### Clock network drawn from the DEF

Scale: 3 px per micron.
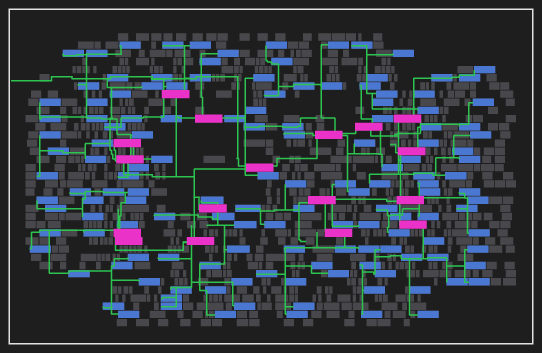
### Wires at chosen ports, followed through buffers

Scale: 3 px per micron.
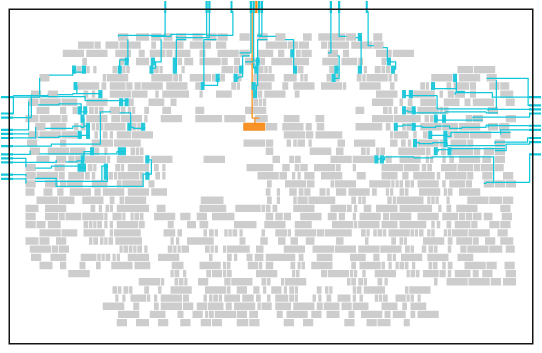
### Logic cells by family

Scale: 2 px per micron.
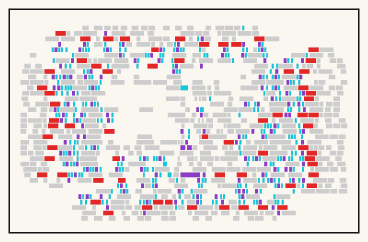
==> config.mk <==
export PLATFORM = sky130hd
export DESIGN_NAME = axi4l_slave_wr_channel
export DESIGN_NICKNAME = d
export VERILOG_FILES = /design/src/rtl/axi4l_slave_wr_channel.sv
export SDC_FILE = /design/constraint.sdc
export NUM_CORES = 1
export LEC_CHECK = 0
export CAP_MARGIN = 20
export CORE_AREA = 5 5 169 106
export DETAILED_ROUTE_END_ITERATION = 16
export DIE_AREA = 0 0 174 111
export PLACE_DENSITY = 0.72
export SYNTH_ARGS = -nofsm -noshare
export SYNTH_HDL_FRONTEND = slang
export SYNTH_SLANG_ARGS = --single-unit
==> constraint.sdc <==
create_clock -name i_axi_clock -period 1.55 [get_ports i_axi_clock]
set_input_delay 0.2325 -clock i_axi_clock [delete_from_list [all_inputs] [get_ports i_axi_clock]]
set_output_delay 0.2325 -clock i_axi_clock [all_outputs]
set_load 0.01 [all_outputs]
==> src/rtl/axi4l_slave_wr_channel.sv <==
// AXI4-Lite slave write-channel front end.
// Collects one AW beat and one W beat (in any order or together), turns the
// pair into a single-cycle register-file write strobe, then returns a B
// response. Only one transaction is in flight at a time. Partial-strobe
// writes are not performed; they are answered with SLVERR instead.
module axi4l_slave_wr_channel #(
  parameter int ADDR_WIDTH = 32,
  parameter int DATA_WIDTH = 32   // 32 or 64
) (
  input  logic                      i_axi_clock,
  input  logic                      i_axi_reset,
  input  logic [ADDR_WIDTH-1:0]     i_axi_awaddr,
  input  logic [2:0]                i_axi_awprot,
  input  logic                      i_axi_awaddr_valid,
  output logic                      o_axi_awaddr_ready,
  input  logic [DATA_WIDTH-1:0]     i_axi_wdata,
  input  logic [DATA_WIDTH/8-1:0]   i_axi_wstrb,
  input  logic                      i_axi_wdata_valid,
  output logic                      o_axi_wdata_ready,
  output logic [1:0]                o_axi_bresp,
  output logic                      o_axi_bvalid,
  input  logic                      i_axi_bready,
  output logic [ADDR_WIDTH-1:0]     o_waddr,
  output logic [DATA_WIDTH-1:0]     o_wdata,
  output logic                      o_wvalid
);

  localparam int STRB_WIDTH = DATA_WIDTH / 8;

  localparam logic [1:0] RESP_OKAY   = 2'b00;
  localparam logic [1:0] RESP_SLVERR = 2'b10;

  typedef enum logic [1:0] {
    ST_IDLE  = 2'd0,  // collecting AW and W
    ST_WRITE = 2'd1,  // register-file strobe cycle
    ST_RESP  = 2'd2   // B response pending
  } state_t;

  state_t                  state_q,      state_d;
  logic                    aw_full_q,    aw_full_d;
  logic                    w_full_q,     w_full_d;
  logic [ADDR_WIDTH-1:0]   awaddr_buf_q, awaddr_buf_d;
  logic [DATA_WIDTH-1:0]   wdata_buf_q,  wdata_buf_d;
  logic [STRB_WIDTH-1:0]   wstrb_buf_q,  wstrb_buf_d;
  logic                    awready_q,    awready_d;
  logic                    wready_q,     wready_d;
  logic                    bvalid_q,     bvalid_d;
  logic [1:0]              bresp_q,      bresp_d;
  logic                    wvalid_q,     wvalid_d;
  logic [ADDR_WIDTH-1:0]   waddr_q,      waddr_d;
  logic [DATA_WIDTH-1:0]   wdata_q,      wdata_d;

  logic aw_fire;
  logic w_fire;

  // Protection attributes are accepted on the bus but have no effect here.
  logic unused_awprot;
  assign unused_awprot = ^i_axi_awprot;

  // Readies are registered, so a handshake is simply valid with the current ready.
  assign aw_fire = i_axi_awaddr_valid & awready_q;
  assign w_fire  = i_axi_wdata_valid  & wready_q;

  // Next-state and registered-output computation.
  always_comb begin
    state_d      = state_q;
    aw_full_d    = aw_full_q;
    w_full_d     = w_full_q;
    awaddr_buf_d = awaddr_buf_q;
    wdata_buf_d  = wdata_buf_q;
    wstrb_buf_d  = wstrb_buf_q;
    awready_d    = awready_q;
    wready_d     = wready_q;
    bvalid_d     = bvalid_q;
    bresp_d      = bresp_q;
    wvalid_d     = 1'b0;
    waddr_d      = waddr_q;
    wdata_d      = wdata_q;

    unique case (state_q)
      ST_IDLE: begin
        if (aw_fire) begin
          aw_full_d    = 1'b1;
          awaddr_buf_d = i_axi_awaddr;
        end
        if (w_fire) begin
          w_full_d    = 1'b1;
          wdata_buf_d = i_axi_wdata;
          wstrb_buf_d = i_axi_wstrb;
        end
        if (aw_full_d && w_full_d) begin
          // Second buffer fills now: launch the write so the strobe is
          // already registered for the WRITE cycle.
          state_d   = ST_WRITE;
          awready_d = 1'b0;
          wready_d  = 1'b0;
          if (&wstrb_buf_d) begin
            wvalid_d = 1'b1;
            waddr_d  = awaddr_buf_d;
            wdata_d  = wdata_buf_d;
          end
        end else begin
          awready_d = ~aw_full_d;
          wready_d  = ~w_full_d;
        end
      end

      ST_WRITE: begin
        state_d  = ST_RESP;
        bvalid_d = 1'b1;
        bresp_d  = (&wstrb_buf_q) ? RESP_OKAY : RESP_SLVERR;
      end

      ST_RESP: begin
        if (i_axi_bready) begin
          state_d   = ST_IDLE;
          bvalid_d  = 1'b0;
          aw_full_d = 1'b0;
          w_full_d  = 1'b0;
          awready_d = 1'b1;
          wready_d  = 1'b1;
        end
      end

      default: begin
        state_d   = ST_IDLE;
        bvalid_d  = 1'b0;
        aw_full_d = 1'b0;
        w_full_d  = 1'b0;
        awready_d = 1'b1;
        wready_d  = 1'b1;
      end
    endcase
  end

  // State and output registers with synchronous reset.
  always_ff @(posedge i_axi_clock) begin
    if (i_axi_reset) begin
      state_q      <= ST_IDLE;
      aw_full_q    <= 1'b0;
      w_full_q     <= 1'b0;
      awaddr_buf_q <= '0;
      wdata_buf_q  <= '0;
      wstrb_buf_q  <= '0;
      awready_q    <= 1'b0;
      wready_q     <= 1'b0;
      bvalid_q     <= 1'b0;
      bresp_q      <= RESP_OKAY;
      wvalid_q     <= 1'b0;
      waddr_q      <= '0;
      wdata_q      <= '0;
    end else begin
      state_q      <= state_d;
      aw_full_q    <= aw_full_d;
      w_full_q     <= w_full_d;
      awaddr_buf_q <= awaddr_buf_d;
      wdata_buf_q  <= wdata_buf_d;
      wstrb_buf_q  <= wstrb_buf_d;
      awready_q    <= awready_d;
      wready_q     <= wready_d;
      bvalid_q     <= bvalid_d;
      bresp_q      <= bresp_d;
      wvalid_q     <= wvalid_d;
      waddr_q      <= waddr_d;
      wdata_q      <= wdata_d;
    end
  end

  assign o_axi_awaddr_ready = awready_q;
  assign o_axi_wdata_ready  = wready_q;
  assign o_axi_bvalid       = bvalid_q;
  assign o_axi_bresp        = bresp_q;
  assign o_wvalid           = wvalid_q;
  assign o_waddr            = waddr_q;
  assign o_wdata            = wdata_q;

endmodule

==> out/qor.log <==
qor: status.status finished, violations left
qor: status.violated_checks negative setup slack
qor: synth.synth_dominant_cell_count sky130_fd_sc_hd__nand2_1
qor: critical_path.worstSetupStartpoint o_axi_wdata_ready
qor: timing.setup_viol 59
qor: critical_path.timing.rr.end o_wdata[28]
qor: critical_path.timing.critical_path.to o_wdata[28]
qor: timing.fin_max_slew_vios 0
qor: worst_hold_path.min_to wdata_buf_q[12]
qor: synth.largest_area_cell sky130_fd_sc_hd__dfxtp_1
qor: grt.top_usage_layer met1
qor: detailed_routing.avgViaCountPerCell 4.800
qor: detailed_routing.firstDrtPassIters 5
qor: clock_network.clock_latency_of_the_later_clocked_register_in_the_worst_skew_pair 0.42 ns
qor: synth.postSynth.asyncResetShare 0
qor: grt.global_route.usage.total 0.1687
qor: timing.max_freq 0.6164 GHz
qor: grt.grt_start_max_net_pins 44
qor: synth.gate_count_post_synth 765
qor: timing.layout_setup_ws -0.07237 ns
Back to the opening pictures, 'Clock network drawn from the DEF':
Key: green = clock wires [length 1,930 microns]; magenta = clock-net drivers [count 17]; blue = flip-flops [count 141]
There are 18 routed clock nets.

Back to the opening pictures, 'Wires at chosen ports, followed through buffers':
Key: orange = `o_wvalid` [direction output, edge top, end cells 1, buffers 1, wire 44.4 microns]; cyan = `i_axi_awaddr` [direction input, edge 12 left, 11 top, 9 right, end cells 64, buffers 32, wire 1,240 microns]
count of boundary I/O pins: 146
buffers added on ports: 141

Back to the opening pictures, 'Logic cells by family':
Key: purple = aoi and oai cells [cells 140, most used a21oi_1, where spread over the die]; red = mux cells [cells 65, most used mux2_4, where spread over the die]; cyan = nand cells [cells 275, most used nand2_1, where spread over the die]

## cell families (layout without fill, tap and decap cells)
family	count (synthesis)	in the layout	synth area share
DFF	141	141	0.4448
other	1	1	0.0005909
buffers and inverters	58	208	0.04377
and+or+nand+nor	359	359	0.2443
AOI/OAI and AO/OA	141	141	0.1159
muxes	65	65	0.1506
## sequential cells by signal, summed over array words and instances (netlist names), 2 cells and up
signal	cells
awaddr_buf_q	32
state_q	2
wstrb_buf_q	4
wdata_buf_q	32
o_waddr	32
o_wdata	32
## cells in the final DEF, fill, tap and decap left out, types with 8 or more instances in the layout
cell,Yosys,layout
sky130_fd_sc_hd__dlygate4sd2_1,0,18
sky130_fd_sc_hd__dlymetal6s2s_1,0,28
sky130_fd_sc_hd__dfxtp_1,141,136
sky130_fd_sc_hd__mux2_4,60,60
sky130_fd_sc_hd__buf_4,1,20
sky130_fd_sc_hd__clkbuf_16,0,17
sky130_fd_sc_hd__nor2b_1,66,66
sky130_fd_sc_hd__nor2_1,8,8
sky130_fd_sc_hd__buf_12,0,12
sky130_fd_sc_hd__clkdlybuf4s50_1,0,94
sky130_fd_sc_hd__nand2_1,271,271
sky130_fd_sc_hd__a21oi_1,135,135
## report_power, final
part	internal, mW	switching [mW]
registers	3.77	0.0689
logic	0.508	0.625
clock network	2.49	1.69
## metrics by stage
step           power (mW)    util  setup WS (ns)  hold WS (ns)
3_5_place_dp        5.054  0.5090        -0.3919        0.4465
6_report            9.145  0.5513       -0.07237        0.1655
3_3_place_gp        5.033  0.5090        -0.3634        0.4412
4_1_cts             9.249  0.5469       -0.08147        0.1544
5_1_grt             9.537  0.5513        -0.1068        0.1620
2_1_floorplan       4.502       -       -0.05447        0.3685
Power is estimated from default activity; no workload was simulated.
